run_1/io_fan.png
The bar under the picture is 50 um long.
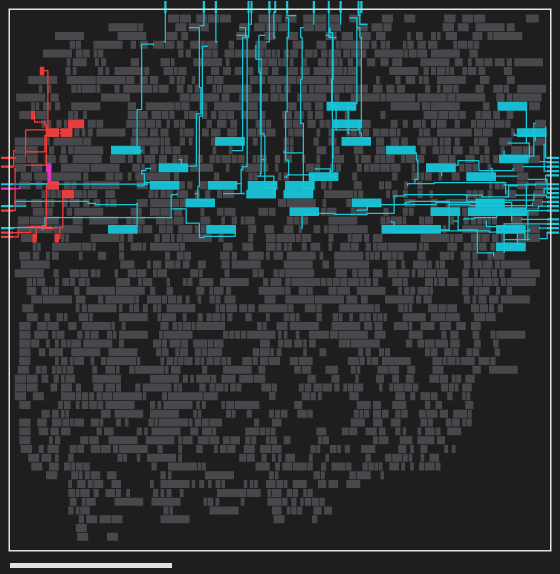
run_1/placement_by_type.png
Fill, decap, tap and diode cells in gray.
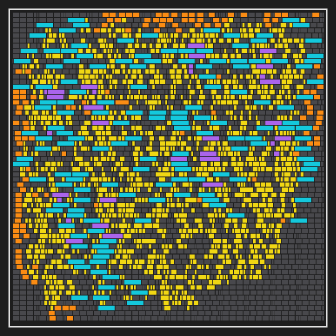
run_1/wires.png
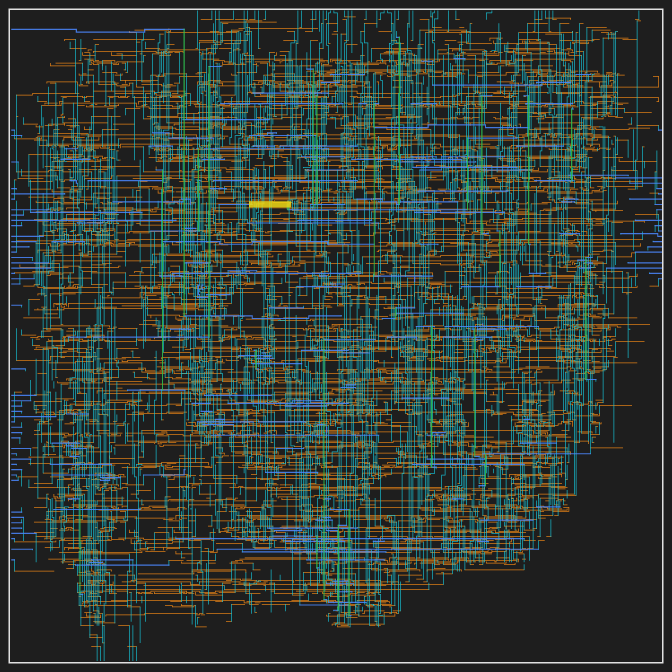
==> config.mk <==
export PLATFORM = sky130hd
export DESIGN_NAME = div_unit_flat
export DESIGN_NICKNAME = d
export VERILOG_FILES = /design/src/rtl/div_unit_if.sv /design/src/rtl/div_unit.sv /design/src/flat_wrapper.sv
export SDC_FILE = /design/constraint.sdc
export NUM_CORES = 1
export LEC_CHECK = 0
export CAP_MARGIN = 20
export CORE_UTILIZATION = 45
export DETAILED_ROUTE_END_ITERATION = 12
export PLACE_DENSITY = 0.65
export SLEW_MARGIN = 15
export SYNTH_ARGS = -nofsm -noshare
export SYNTH_HDL_FRONTEND = slang
export SYNTH_SLANG_ARGS = --single-unit
==> constraint.sdc <==
create_clock -name clk -period 6.3 [get_ports clk]
set_input_delay 1.26 -clock clk [delete_from_list [all_inputs] [get_ports clk]]
set_output_delay 1.26 -clock clk [all_outputs]
set_load 0.05 [all_outputs]
==> src/rtl/div_unit_if.sv <==
// Request/response bundle between the register-file read side and the divider.
interface div_unit_if #(
  parameter int unsigned XLEN       = 32,
  parameter int unsigned REG_ADDR_W = 5
);
  logic                  start;
  logic [1:0]            op;
  logic [XLEN-1:0]       dividend;
  logic [XLEN-1:0]       divisor;
  logic [REG_ADDR_W-1:0] rd;
  logic                  kill;
  logic                  busy;
  logic                  done;
  logic                  wr_en;
  logic [REG_ADDR_W-1:0] wr_reg;
  logic [XLEN-1:0]       wr_data;

  modport master (
    output start, op, dividend, divisor, rd, kill,
    input  busy, done, wr_en, wr_reg, wr_data
  );

  modport slave (
    input  start, op, dividend, divisor, rd, kill,
    output busy, done, wr_en, wr_reg, wr_data
  );
endinterface

==> src/rtl/div_unit.sv <==
// Iterative RV32M divider: one restoring-division step per clock, results
// returned as a single-cycle register-file write strobe.
module div_unit #(
  parameter int unsigned XLEN       = 32,
  parameter int unsigned REG_ADDR_W = 5
) (
  input logic       clk,
  input logic       rst_n,
  div_unit_if.slave bus
);

  localparam int unsigned CntW = $clog2(XLEN);

  typedef enum logic [1:0] {StIdle, StCalc, StDone} state_e;

  state_e                state_q, state_d;
  logic [XLEN-1:0]       rem_q, rem_d;
  logic [XLEN-1:0]       quo_q, quo_d;   // dividend shifts out as quotient shifts in
  logic [XLEN-1:0]       dvs_q, dvs_d;
  logic [CntW-1:0]       cnt_q, cnt_d;
  logic [1:0]            op_q, op_d;
  logic                  qneg_q, qneg_d;
  logic                  rneg_q, rneg_d;
  logic [REG_ADDR_W-1:0] rd_q, rd_d;
  logic [REG_ADDR_W-1:0] wr_reg_q, wr_reg_d;
  logic [XLEN-1:0]       wr_data_q, wr_data_d;
  logic                  done_q, done_d;
  logic                  wr_en_q, wr_en_d;

  // Operand preparation at accept time
  logic            is_signed, dvd_neg, dvs_neg, div_zero, ovf, special;
  logic [XLEN-1:0] dvd_abs, dvs_abs, special_res;
  localparam logic [XLEN-1:0] MinInt = {1'b1, {(XLEN-1){1'b0}}};

  assign is_signed   = ~bus.op[0];
  assign dvd_neg     = is_signed & bus.dividend[XLEN-1];
  assign dvs_neg     = is_signed & bus.divisor[XLEN-1];
  assign dvd_abs     = dvd_neg ? (~bus.dividend + 1'b1) : bus.dividend;
  assign dvs_abs     = dvs_neg ? (~bus.divisor + 1'b1) : bus.divisor;
  assign div_zero    = (bus.divisor == '0);
  assign ovf         = is_signed && (bus.dividend == MinInt) && (bus.divisor == '1);
  assign special     = div_zero | ovf;
  assign special_res = div_zero ? (bus.op[1] ? bus.dividend : '1)
                                : (bus.op[1] ? '0 : MinInt);

  // One restoring step; the shifted partial remainder needs one extra bit
  logic [XLEN:0]   shifted;
  logic            take;
  logic [XLEN-1:0] rem_step, quo_step, rem_sub, q_fix, r_fix, calc_res;

  assign shifted  = {rem_q, quo_q[XLEN-1]};
  assign take     = (shifted >= {1'b0, dvs_q});
  assign rem_sub  = shifted[XLEN-1:0] - dvs_q;  // exact when take: result < divisor
  assign rem_step = take ? rem_sub : shifted[XLEN-1:0];
  assign quo_step = {quo_q[XLEN-2:0], take};
  assign q_fix    = qneg_q ? (~quo_step + 1'b1) : quo_step;
  assign r_fix    = rneg_q ? (~rem_step + 1'b1) : rem_step;
  assign calc_res = op_q[1] ? r_fix : q_fix;

  // Next-state, datapath and registered-output logic
  always_comb begin
    state_d   = state_q;
    rem_d     = rem_q;
    quo_d     = quo_q;
    dvs_d     = dvs_q;
    cnt_d     = cnt_q;
    op_d      = op_q;
    qneg_d    = qneg_q;
    rneg_d    = rneg_q;
    rd_d      = rd_q;
    wr_reg_d  = wr_reg_q;
    wr_data_d = wr_data_q;

    unique case (state_q)
      StIdle: begin
        if (bus.start) begin
          op_d   = bus.op;
          rd_d   = bus.rd;
          rem_d  = '0;
          cnt_d  = '0;
          quo_d  = dvd_abs;
          dvs_d  = dvs_abs;
          qneg_d = dvd_neg ^ dvs_neg;
          rneg_d = dvd_neg;
          if (special) begin
            state_d   = StDone;
            wr_reg_d  = bus.rd;
            wr_data_d = special_res;
          end else begin
            state_d = StCalc;
          end
        end
      end
      StCalc: begin
        rem_d = rem_step;
        quo_d = quo_step;
        cnt_d = cnt_q + 1'b1;
        if (cnt_q == CntW'(XLEN - 1)) begin
          state_d   = StDone;
          wr_reg_d  = rd_q;
          wr_data_d = calc_res;
        end
      end
      StDone: state_d = StIdle;
      default: state_d = StIdle;
    endcase

    // Flush wins over everything, including a same-cycle start or completion
    if (bus.kill) begin
      state_d   = StIdle;
      wr_reg_d  = wr_reg_q;
      wr_data_d = wr_data_q;
    end

    done_d  = (state_d == StDone);
    wr_en_d = done_d && (wr_reg_d != '0);
  end

  // State and datapath registers
  always_ff @(posedge clk or negedge rst_n) begin
    if (!rst_n) begin
      state_q   <= StIdle;
      rem_q     <= '0;
      quo_q     <= '0;
      dvs_q     <= '0;
      cnt_q     <= '0;
      op_q      <= '0;
      qneg_q    <= 1'b0;
      rneg_q    <= 1'b0;
      rd_q      <= '0;
      wr_reg_q  <= '0;
      wr_data_q <= '0;
      done_q    <= 1'b0;
      wr_en_q   <= 1'b0;
    end else begin
      state_q   <= state_d;
      rem_q     <= rem_d;
      quo_q     <= quo_d;
      dvs_q     <= dvs_d;
      cnt_q     <= cnt_d;
      op_q      <= op_d;
      qneg_q    <= qneg_d;
      rneg_q    <= rneg_d;
      rd_q      <= rd_d;
      wr_reg_q  <= wr_reg_d;
      wr_data_q <= wr_data_d;
      done_q    <= done_d;
      wr_en_q   <= wr_en_d;
    end
  end

  assign bus.busy    = (state_q != StIdle);
  assign bus.done    = done_q;
  assign bus.wr_en   = wr_en_q;
  assign bus.wr_reg  = wr_reg_q;
  assign bus.wr_data = wr_data_q;

endmodule

==> src/flat_wrapper.sv <==
// flat-port wrapper written by rule: the top's interface ports become plain ports
module div_unit_flat 
#(
  parameter int unsigned XLEN       = 32,
  parameter int unsigned REG_ADDR_W = 5
)
  (clk, rst_n, bus_start, bus_op, bus_dividend, bus_divisor, bus_rd, bus_kill, bus_busy, bus_done, bus_wr_en, bus_wr_reg, bus_wr_data);
  div_unit_if #(.XLEN(XLEN), .REG_ADDR_W(REG_ADDR_W)) bus_i ();
  input logic clk;
  input logic rst_n;
  input wire logic [$bits(bus_i.start)-1:0] bus_start;
  input wire logic [$bits(bus_i.op)-1:0] bus_op;
  input wire logic [$bits(bus_i.dividend)-1:0] bus_dividend;
  input wire logic [$bits(bus_i.divisor)-1:0] bus_divisor;
  input wire logic [$bits(bus_i.rd)-1:0] bus_rd;
  input wire logic [$bits(bus_i.kill)-1:0] bus_kill;
  output wire logic [$bits(bus_i.busy)-1:0] bus_busy;
  output wire logic [$bits(bus_i.done)-1:0] bus_done;
  output wire logic [$bits(bus_i.wr_en)-1:0] bus_wr_en;
  output wire logic [$bits(bus_i.wr_reg)-1:0] bus_wr_reg;
  output wire logic [$bits(bus_i.wr_data)-1:0] bus_wr_data;
  assign bus_i.start = bus_start;
  assign bus_i.op = bus_op;
  assign bus_i.dividend = bus_dividend;
  assign bus_i.divisor = bus_divisor;
  assign bus_i.rd = bus_rd;
  assign bus_i.kill = bus_kill;
  assign bus_busy = bus_i.busy;
  assign bus_done = bus_i.done;
  assign bus_wr_en = bus_i.wr_en;
  assign bus_wr_reg = bus_i.wr_reg;
  assign bus_wr_data = bus_i.wr_data;
  div_unit #(.XLEN(XLEN), .REG_ADDR_W(REG_ADDR_W)) u_core (.clk(clk), .rst_n(rst_n), .bus(bus_i));
endmodule
==> PnR_summary.wiki, run 1 <==
== Implementation results ==
{| class="wikitable"
! Metric !! Value
|-
| Status || finished, final reports clean
|-
| Hold path cells || 2
|-
| Clk_skew || 0.00980 ns
|-
| TritonCTS clock tree || built
|-
| Global-route layer with the greatest usage || met2
|-
| Crit-path max FO || 8
|-
| Area leader share || 30.6%
|-
| Area of the core || 0.0269 mm2
|-
| Launch point of the critical path || u_core.rem_q[17]
|-
| Gate family responsible for the most delay along the worst path || AND-OR/OR-AND gates
|-
| Kind of critical path || reg -> reg
|-
| Tool warnings || 27
|-
| Cell accounting for the most synthesized area || sky130_fd_sc_hd__dfrtp_1
|-
| Power per standard cell area || 447 mW/mm2
|-
| Clock share of power || 18.1%
|-
| Distinct lib cells used || 84
|-
| Proportion of layout cells with a drive suffix above 1 || 5.44%
|-
| Worst setup path end || u_core.bus.wr_data[26]
|-
| Final number of max-transition violations || 0
|-
| VDD IR-drop max || 0.297 mV
|-
| Top flip-flop cell by instance count after synthesis || sky130_fd_sc_hd__dfrtp_1
|-
| Power consumed by the clock network || 1.16 mW
|-
| Combinational power share || 59.4%
|-
| Top-count cell post-synth || sky130_fd_sc_hd__o21ai_0
|-
| TritonCTS sink count || 150
|-
| Worst flop-to-flop path endpoint || u_core.bus.wr_data[26]
|}
About io_fan.png:
- cyan: bus_wr_data (bits 32; direction output; edge 16 right, 13 top, 3 left; end cells 32; buffers 32; wire 1620 um)
- magenta: bus_kill (bits 1; direction input; edge left; end cells 2; buffers 1; wire 15.0 um)
- red: bus_rd (bits 5; direction input; edge left; end cells 10; buffers 5; wire 167 um)
Top-Level Pins: 115
number of buffer cells added on primary ports: 114

About placement_by_type.png:
- orange: other buffers and delay cells (cells 129; share of their area 9.2%)
- purple: clock drivers and dummy loads (cells 32; share of their area 4.7%)
- cyan: flops (cells 150; share of their area 27%)
- yellow: combinational and other logic (cells 1307; share of their area 59%)

About wires.png:
- orange: metal 1 (wire length 18000 um)
- yellow: metal 5 (wire length 9.20 um)
- blue: metal 3 (wire length 2450 um)
- cyan: metal 2 (wire length 18400 um)
- green: metal 4 (wire length 760 um)
drt wl/cell: 20.2 um
overall fraction of global-route tracks in use: 28.6%
Routed WL: 39.6 mm

-- run 1: routing by layer --
layer  vias up  share of wire (%)
li1       5797                  -
met5         -              0.023
met3        57                6.2
met4         2                1.9
met1      5984                 45
met2       442                 46
-- run 1: worst register-to-register path: stages (launching register included) --
cell and delay (ns):
sky130_fd_sc_hd__dfrtp_1 0.47, sky130_fd_sc_hd__ha_1 0.42, sky130_fd_sc_hd__a21oi_1 0.36, sky130_fd_sc_hd__o21ai_1 0.21
sky130_fd_sc_hd__a41o_1 0.32, sky130_fd_sc_hd__o31ai_2 0.40, sky130_fd_sc_hd__nand3_4 0.15, sky130_fd_sc_hd__inv_2 0.10
sky130_fd_sc_hd__mux2i_1 0.30, sky130_fd_sc_hd__ha_1 0.30, sky130_fd_sc_hd__inv_1 0.07, sky130_fd_sc_hd__or4b_1 0.53
sky130_fd_sc_hd__a211o_1 0.30, sky130_fd_sc_hd__a21bo_2 0.25, sky130_fd_sc_hd__nand2b_4 0.16, sky130_fd_sc_hd__or4_1 0.47
sky130_fd_sc_hd__a21oi_1 0.17, sky130_fd_sc_hd__o21ai_1 0.09
-- run 1: area by class of cell --
cell class	instances	area share, %
Clock buffer	17	2.99
Tap cell	341	2.99
Multi-Input combinational cell	1242	55.5
Inverter	65	1.71
Timing Repair Buffer	129	8.89
Clock inverter	15	1.60
Sequential cell	150	26.3
-- run 1: logic make-up (layout without fill, tap and decap cells) --
group,count (synthesis),count (layout),share of synthesized area (%)
XOR/XNOR,131,131,9.35
flip-flops,150,150,30.6
adder cells (fa/ha/maj),40,40,4.14
AND/OR/NAND/NOR,500,500,20.4
multiplexers,41,41,3.37
AND-OR/OR-AND,530,530,27.0
buffers and inverters,162,226,5.18
## Run 2: what changed since run 1
==> constraint.sdc (replaced) <==
create_clock -name clk -period 4.95 [get_ports clk]
set_input_delay 0.99 -clock clk [delete_from_list [all_inputs] [get_ports clk]]
set_output_delay 0.99 -clock clk [all_outputs]
set_load 0.05 [all_outputs]
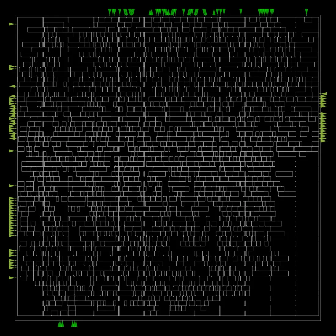
run_2/placement.png
area of the core: 0.0269 mm2
post-route insts no fill: 1999
filler cell count in the final layout: 2571

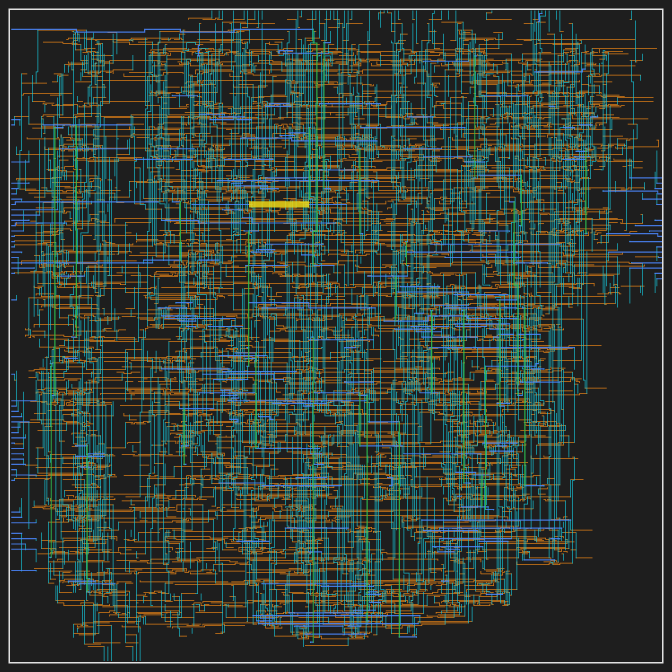
run_2/wires.png
- cyan: metal 2 (wire length 19300 um)
- blue: metal 3 (wire length 2220 um)
- yellow: metal 5 (wire length 13.8 um)
- orange: metal 1 (wire length 18600 um)
- green: metal 4 (wire length 960 um)
count of vias placed by the detailed router: 12400
drt wl/cell: 20.6 um

==> run 2 against run 1 <==
Net effect: sequential share of layout area fell by 0.49 points; die size did not move; core utilization rose by 1.0 points; critical path type unchanged; critical endpoint unchanged; largest cell class unchanged.
==> PnR_summary.wiki, run 2 <==
== Implementation results ==
{| class="wikitable"
! Metric !! Value
|-
| Worst flop-to-flop path endpoint || u_core.bus.wr_data[26]
|-
| Most common library cell in the layout ignoring fill and taps || sky130_fd_sc_hd__o21ai_0
|-
| TritonCTS clock tree || built
|-
| Proportion of layout cells with a drive suffix above 1 || 7.90%
|-
| Top-Level Pins || 115
|-
| Area leader share || 30.6%
|-
| CTS buffer count || 17
|-
| Maximum number of pins on one net before global-route repair || 86
|-
| Kind of critical path || reg -> reg
|-
| Number of buffer cells added on primary ports || 114
|-
| Distinct lib cells used || 84
|-
| Gate count after technology mapping || 1554
|-
| FP Core Util || 45.7%
|-
| Status || finished, final reports clean
|-
| Final RePlAce weighted congestion || 0.916
|-
| Total congestion overflow || 0
|-
| Clk_skew || 0.0192 ns
|-
| Post-synthesis cell count from yosys || 1554
|-
| Top flip-flop cell by instance count after synthesis || sky130_fd_sc_hd__dfrtp_1
|-
| Crit-path max FO || 5
|-
| Power per standard cell area || 577 mW/mm2
|-
| Hold path cells || 2
|-
| Wire length of the first global-routing pass || 65.1 mm
|-
| Worst Hold Endpoint || u_core.rd_q[2]
|-
| Gate family responsible for the most delay along the worst path || AND-OR/OR-AND gates
|-
| Top-count cell post-synth || sky130_fd_sc_hd__o21ai_0
|-
| Level count of the clock H-tree || 4
|-
| TritonCTS sink count || 150
|-
| Tool warnings || 27
|-
| Postcts setup bufs || 0
|-
| Global-route layer with the greatest usage || met2
|-
| Cell accounting for the most synthesized area || sky130_fd_sc_hd__dfrtp_1
|-
| Final number of max-transition violations || 0
|-
| VDD IR-drop max || 0.350 mV
|-
| Post-layout period usage of the worst path || 96.9%
|-
| Syn. warnings || 0
|-
| Overall fraction of global-route tracks in use || 29.6%
|-
| Routed WL || 41.1 mm
|-
| Net count after synthesis || 1669
|-
| Largest incremental delay on the critical path || 0.51 ns
|-
| Actual slew at the worst max-slew pin || 0.976 ns
|}
-- run 2: worst max-delay path by stage --
stage                           from                      to  slack [ns]
global placement      bus_divisor[0]   u_core.bus.wr_data[4]        0.32
floorplan           u_core.rem_q[17]  u_core.bus.wr_data[26]        0.01
detailed placement    bus_divisor[0]   u_core.bus.wr_data[4]        0.20
CTS                 u_core.rem_q[26]  u_core.bus.wr_data[26]        0.21
global route        u_core.rem_q[26]  u_core.bus.wr_data[26]        0.01
finish              u_core.rem_q[25]  u_core.bus.wr_data[26]        0.15
-- run 2: kinds of logic (layout without fill, tap and decap cells) --
logic type               Yosys count  after routing  synth area share [%]
multiplexers                      41             41                  3.37
adder cells (fa/ha/maj)           40             40                  4.14
AND-OR/OR-AND                    530            530                  27.0
flip-flops                       150            150                  30.6
buffers and inverters            162            266                  5.18
XOR/XNOR                         131            131                  9.35
AND/OR/NAND/NOR                  500            500                  20.4
-- run 2: power breakdown --
group / switching, mW / total [mW] / internal, mW
registers: 0.337 / 1.81 / 1.47
clock network: 0.629 / 1.35 / 0.718
logic: 3.30 / 5.23 / 1.93
total: 4.26 / 8.38 / 4.12
-- run 2: layout make-up --
cell class                 count  area, um2
clock buffer                  18        429
inverter                      65        244
timing repair buffer         169       1570
tap                          341        427
fill                        2571      12400
sequential                   150       3750
multi-input combinational   1242       7940
clock inverter                14        163
-- run 2: metrics by stage --
stage,util [%],setup slack (ns),instances
2_1_floorplan,-,0.0100,1554
3_3_place_gp,51.8,0.316,1966
3_5_place_dp,51.8,0.201,1966
4_1_cts,54.0,0.212,1998
5_1_grt,54.0,0.0132,1999
6_report,54.0,0.153,1999
-- run 2: metal layers --
layer | vias to the layer above | part of all wire [%]
met5 | - | 0.032
met4 | 2 | 2.3
met3 | 63 | 5.4
met2 | 460 | 47
met1 | 6026 | 45
li1 | 5871 | -
Power figures rest on the tool's default switching activity, not on a simulated workload.
